## src/rtl/result_collect_4to1.sv

```systemverilog
// result_collect_4to1: return path of the 4-way arithmetic demux.
// An accepted start records the selected unit. The block then waits for that
// unit's done pulse, captures its result, and presents it on a valid/ready
// handshake. Only one operation is in flight at a time.
// Optional feature: define RESCOL_TIMEOUT_EN to abort a WAIT that lasts
// TIMEOUT_CYCLES cycles. The abort delivers out_data_o=0 with out_err_o=1.
module result_collect_4to1 #(
  parameter int unsigned RES_W          = 8,
  parameter int unsigned TIMEOUT_CYCLES = 15
) (
  input  logic             clk_i,
  input  logic             rst_i,
  input  logic             start_i,
  input  logic [1:0]       opcode_i,
  output logic             start_ready_o,
  input  logic [3:0]       unit_done_i,
  input  logic [RES_W-1:0] unit_res0_i,
  input  logic [RES_W-1:0] unit_res1_i,
  input  logic [RES_W-1:0] unit_res2_i,
  input  logic [RES_W-1:0] unit_res3_i,
  output logic             out_valid_o,
  input  logic             out_ready_i,
  output logic [RES_W-1:0] out_data_o,
  output logic [1:0]       out_op_o,
  output logic             out_err_o
);

  typedef enum logic [1:0] {
    S_IDLE = 2'd0,
    S_WAIT = 2'd1,
    S_HOLD = 2'd2
  } state_e;

  state_e           state_q, state_d;
  logic [1:0]       sel_q, sel_d;
  logic             out_valid_q, out_valid_d;
  logic [RES_W-1:0] out_data_q, out_data_d;
  logic [1:0]       out_op_q, out_op_d;
  logic [RES_W-1:0] sel_res;
  logic             sel_done;

`ifdef RESCOL_TIMEOUT_EN
  localparam int unsigned CNT_W = $clog2(TIMEOUT_CYCLES + 1);
  logic [CNT_W-1:0] cnt_q, cnt_d;
  logic             out_err_q, out_err_d;
`endif

  // Route the selected unit's result and done bit.
  always_comb begin
    sel_res = unit_res0_i;
    case (sel_q)
      2'd0:    sel_res = unit_res0_i;
      2'd1:    sel_res = unit_res1_i;
      2'd2:    sel_res = unit_res2_i;
      default: sel_res = unit_res3_i;
    endcase
    sel_done = unit_done_i[sel_q];
  end

  // Next-state and next-output logic; every register holds by default.
  always_comb begin
    state_d     = state_q;
    sel_d       = sel_q;
    out_valid_d = out_valid_q;
    out_data_d  = out_data_q;
    out_op_d    = out_op_q;
`ifdef RESCOL_TIMEOUT_EN
    cnt_d       = cnt_q;
    out_err_d   = out_err_q;
`endif
    case (state_q)
      S_IDLE: begin
        // A done pulse in the same cycle as start belongs to no operation.
        if (start_i) begin
          sel_d   = opcode_i;
          state_d = S_WAIT;
`ifdef RESCOL_TIMEOUT_EN
          cnt_d   = '0;
`endif
        end
      end
      S_WAIT: begin
        // A real result beats a timeout that expires in the same cycle.
        if (sel_done) begin
          out_data_d  = sel_res;
          out_op_d    = sel_q;
          out_valid_d = 1'b1;
          state_d     = S_HOLD;
`ifdef RESCOL_TIMEOUT_EN
          out_err_d   = 1'b0;
`endif
        end
`ifdef RESCOL_TIMEOUT_EN
        else if (cnt_q == CNT_W'(TIMEOUT_CYCLES - 1)) begin
          out_data_d  = '0;
          out_op_d    = sel_q;
          out_err_d   = 1'b1;
          out_valid_d = 1'b1;
          state_d     = S_HOLD;
        end else begin
          cnt_d = cnt_q + CNT_W'(1);
        end
`endif
      end
      S_HOLD: begin
        if (out_ready_i) begin
          out_valid_d = 1'b0;
          state_d     = S_IDLE;
        end
      end
      default: begin
        state_d     = S_IDLE;
        out_valid_d = 1'b0;
      end
    endcase
  end

  // State and output registers; reset aborts any operation at once.
  always_ff @(posedge clk_i or posedge rst_i) begin
    if (rst_i) begin
      state_q     <= S_IDLE;
      sel_q       <= 2'd0;
      out_valid_q <= 1'b0;
      out_data_q  <= '0;
      out_op_q    <= 2'd0;
`ifdef RESCOL_TIMEOUT_EN
      cnt_q       <= '0;
      out_err_q   <= 1'b0;
`endif
    end else begin
      state_q     <= state_d;
      sel_q       <= sel_d;
      out_valid_q <= out_valid_d;
      out_data_q  <= out_data_d;
      out_op_q    <= out_op_d;
`ifdef RESCOL_TIMEOUT_EN
      cnt_q       <= cnt_d;
      out_err_q   <= out_err_d;
`endif
    end
  end

  assign start_ready_o = (state_q == S_IDLE);
  assign out_valid_o   = out_valid_q;
  assign out_data_o    = out_data_q;
  assign out_op_o      = out_op_q;
`ifdef RESCOL_TIMEOUT_EN
  assign out_err_o     = out_err_q;
`else
  assign out_err_o     = 1'b0;
`endif

endmodule

```

## config.mk

```make
export PLATFORM = sky130hd
export DESIGN_NAME = result_collect_4to1
export DESIGN_NICKNAME = d
export VERILOG_FILES = /design/src/rtl/result_collect_4to1.sv
export SDC_FILE = /design/constraint.sdc
export NUM_CORES = 1
export LEC_CHECK = 0
export ABC_AREA = 0
export CAP_MARGIN = 5
export CELL_PAD_IN_SITES_DETAIL_PLACEMENT = 2
export CELL_PAD_IN_SITES_GLOBAL_PLACEMENT = 2
export CORE_ASPECT_RATIO = 0.7
export CORE_MARGIN = 3
export CORE_UTILIZATION = 21
export CTS_BUF_LIST = sky130_fd_sc_hd__clkbuf_8 sky130_fd_sc_hd__clkbuf_16
export CTS_CLUSTER_SIZE = 20
export DETAILED_ROUTE_END_ITERATION = 8
export PLACE_DENSITY = 0.78
export RECOVER_POWER = 100
export SLEW_MARGIN = 40
export SYNTH_ARGS = -nofsm -noshare
export SYNTH_HDL_FRONTEND = slang
export SYNTH_SLANG_ARGS = --single-unit
```

## constraint.sdc

```tcl
create_clock -name clk_i -period 1.9 [get_ports clk_i]
set_input_delay 0.38 -clock clk_i [delete_from_list [all_inputs] [get_ports clk_i]]
set_output_delay 0.38 -clock clk_i [all_outputs]
set_load 0.02 [all_outputs]
```

Figure 1. Met3 routing (run 1).
Cells faint in the background.
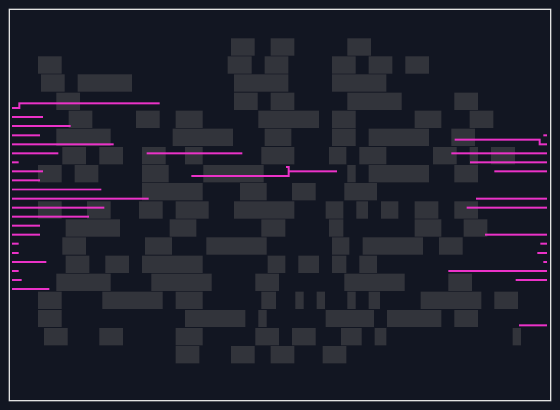
main direction: horizontal
longest straight run: 20.9 um
nets with wire on the layer: 36
wire length on this layer: 290 um
share of all routed wire: 11%
Vias: 720
met3 usage: 6.42%
DRT Wirelength: 2.70 mm

Figure 2. Clock wires, drivers and flops (run 1).
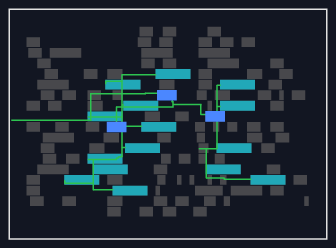
[cyan] flip-flops | count: 15
[blue] cells driving clock nets | count: 3
[green] clock wires | length: 204 um
routed clock nets: 4

==> flow_metrics.py, run 1 <==
# Auto-generated metrics
metrics = {
    "synthesis": {
        "topCellsByArea": "dfrtp_1 (45%), mux4_2 (22%), mux2_2 (14%)",
        "synth.cells.most_frequent": "dfrtp_1 (15), mux2_2 (10), mux4_2 (8)",
        "synth_cells": 57,
    },
    "final_layout": {
        "lay_top_count": "clkdlybuf4s50_1",
        "final_cell_mix": "clkdlybuf4s50_1 (40), dfrtp_1 (15), dlygate4sd3_1 (12)",
        "sh_seq_area_pct": 25.5,
        "clkCellAreaFrac_pct": 3.31,
        "num-nonclk-inverters": 1,
        "drive_gt1_share_pct": 22.8,
    },
    "place": {
        "placed_area_um2": 1440,
        "port_buffers": 53,
    },
    "pwr": {
        "internal-power_mw": 1.32,
        "powerDensity_nw_per_um2": 1420,
        "pg_seq_uw": 609,
    },
    "critical_path": {
        "cp.required_ns": 2.03,
    },
    "floorplan": {
        "core_um2": 3650,
        "initCoreUtil_pct": 22.7,
        "dieArea_um2": 4750,
    },
    "cts": {
        "htreeDepth": 1,
        "postCtsHoldBufs": 0,
        "numCtsBuffers": 3,
    },
    "run_status": {
        "status": "complete, no violations",
    },
    "timing": {
        "slew_headroom_pct": 58.7,
    },
}
Figure 3. Routing congestion map (run 1).
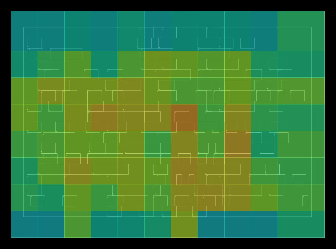
GRT Resource Usage Total: 12.2%
WL/cell: 16.5 um
GRT busiest layer: met2
GR Util met2: 20.8%

-- run 1: worst paths after layout --
| kind | from | slack, ns | depth (start not counted) | end |
|---|---|---|---|---|
| worst max-delay path | state_q[0] | 0.14 | 4 | out_data_o[6] |
| worst min-delay path | out_valid_o | 0.49 | 1 | out_valid_o |
| worst max register to register | state_q[0] | 0.14 | 4 | out_data_o[6] |
| worst min register to register | out_valid_o | 0.49 | 1 | out_valid_o |
| max in group asynchronous | rst_i | 0.85 | 2 | out_data_o[2] |
| min in group asynchronous | rst_i | 0.65 | 2 | out_data_o[3] |
-- run 1: worst reg2reg max path, stage by stage, from the launching register on --
cell	delay, ns
dfrtp_1	0.45
or3b_1	0.41
o22ai_1	0.26
buf_12	0.18
mux2_2	0.35
## Run 2: what changed since run 1
==> constraint.sdc (replaced) <==
create_clock -name clk_i -period 1.9 [get_ports clk_i]
set_input_delay 0.285 -clock clk_i [delete_from_list [all_inputs] [get_ports clk_i]]
set_output_delay 0.285 -clock clk_i [all_outputs]
set_load 0.02 [all_outputs]
Figure 4. Routing congestion map (run 2).
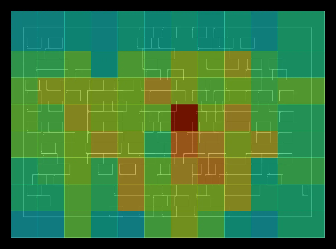
WL/cell: 15.8 um
fin util: 40.2%
grt met1 use: 12.2%

Figure 5. Logic cells by family (run 2).
The bar under the picture is 20 um long.
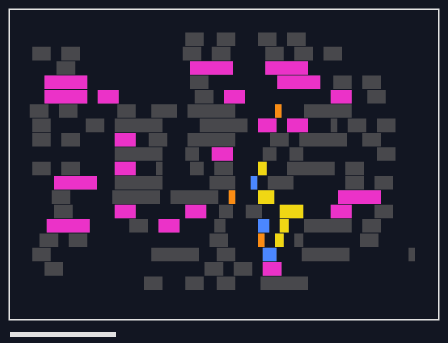
| colour | family | cells |
|---|---|---|
| orange | NOR gates | 3 |
| magenta | multiplexers | 21 |
| blue | NAND gates | 3 |
| yellow | inverting AOI/OAI gates | 5 |
Comb/total area: 28.8%
final non-filler cell total: 164
most numerous logic cell after layout: clkdlybuf4s50_1

Figure 6. Clock wires, drivers and flops (run 2).
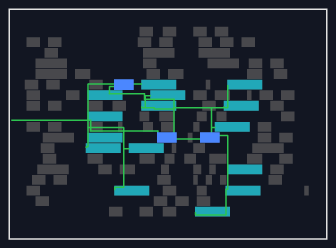
[green] clock wires | length: 216 um
[blue] cells driving clock nets | count: 3
[cyan] flip-flops | count: 15
routed clock nets: 4

==> run 2 against run 1 <==
  * Setup slack got worse by 0.010 ns
  * Critical path type is now flip-flop to primary output
  * Cell count did not move
  * Wire length fell by 4.2%
  * Hold slack got worse by 0.0052 ns
  * Largest power group unchanged
  * Clock skew fell by 0.0026 ns
==> flow_metrics.py, run 2 <==
# Auto-generated metrics
metrics = {
    "place": {
        "dp.cells": 160,
        "dpl.hpwl_mm": 2.22,
        "dp_slack_ns": 0.0983,
        "port_buffers": 53,
        "placed_area_um2": 1430,
    },
    "run_status": {
        "status": "complete, no violations",
    },
    "final_layout": {
        "final_cell_mix": "clkdlybuf4s50_1 (41), dfrtp_1 (15), dlygate4sd3_1 (12)",
        "sh_seq_area_pct": 25.6,
        "clkCellAreaFrac_pct": 3.07,
        "logic_area_um2": 423,
        "drive_gt1_share_pct": 22.8,
    },
    "synthesis": {
        "synth_cells": 57,
        "topCellsByArea": "dfrtp_1 (45%), mux4_2 (22%), mux2_2 (14%)",
    },
    "cts": {
        "htreeDepth": 1,
        "numCtsBuffers": 3,
        "postCtsHoldBufs": 0,
    },
    "grt": {
        "grt_util_met2_pct": 22.7,
        "grt_usage_pct": 12.3,
        "grt_use_met3_pct": 6.88,
        "busiest_layer": "met2",
    },
    "drt": {
        "wl_met3_um": 324,
        "highest_layer": "met3",
        "finalWirelength_mm": 2.59,
    },
    "pwr": {
        "pg_seq_uw": 608,
        "powerDensity_nw_per_um2": 1400,
    },
    "timing": {
        "slew_headroom_pct": 62.3,
    },
    "critical_path": {
        "cp.required_ns": 1.62,
    },
    "floorplan": {
        "core_um2": 3650,
    },
}
-- run 2: cell count changes in the layout (fill, tap and decap cells not counted) --
| cell | change |
|---|---|
| clkbuf_2 | +1 |
| o22ai_2 | +1 |
| clkbuf_1 | -1 |
| o22ai_1 | -1 |
| clkdlybuf4s50_1 | +1 |
| buf_12 | -1 |
| inv_1 | +1 |
| clkinvlp_4 | -1 |
-- run 2: worst paths after layout --
path | from | slack (ns) | cells past startpoint | endpoint
setup / recovery | state_q[0] | 0.13 | 2 | start_ready_o
hold / removal | out_valid_o | 0.48 | 1 | out_valid_o
setup reg to reg | state_q[0] | 0.14 | 4 | out_data_o[7]
hold reg to reg | out_valid_o | 0.48 | 1 | out_valid_o
max in group asynchronous | rst_i | 0.99 | 2 | out_data_o[0]
min in group asynchronous | rst_i | 0.54 | 2 | out_data_o[1]
Power is estimated from default activity; no workload was simulated.
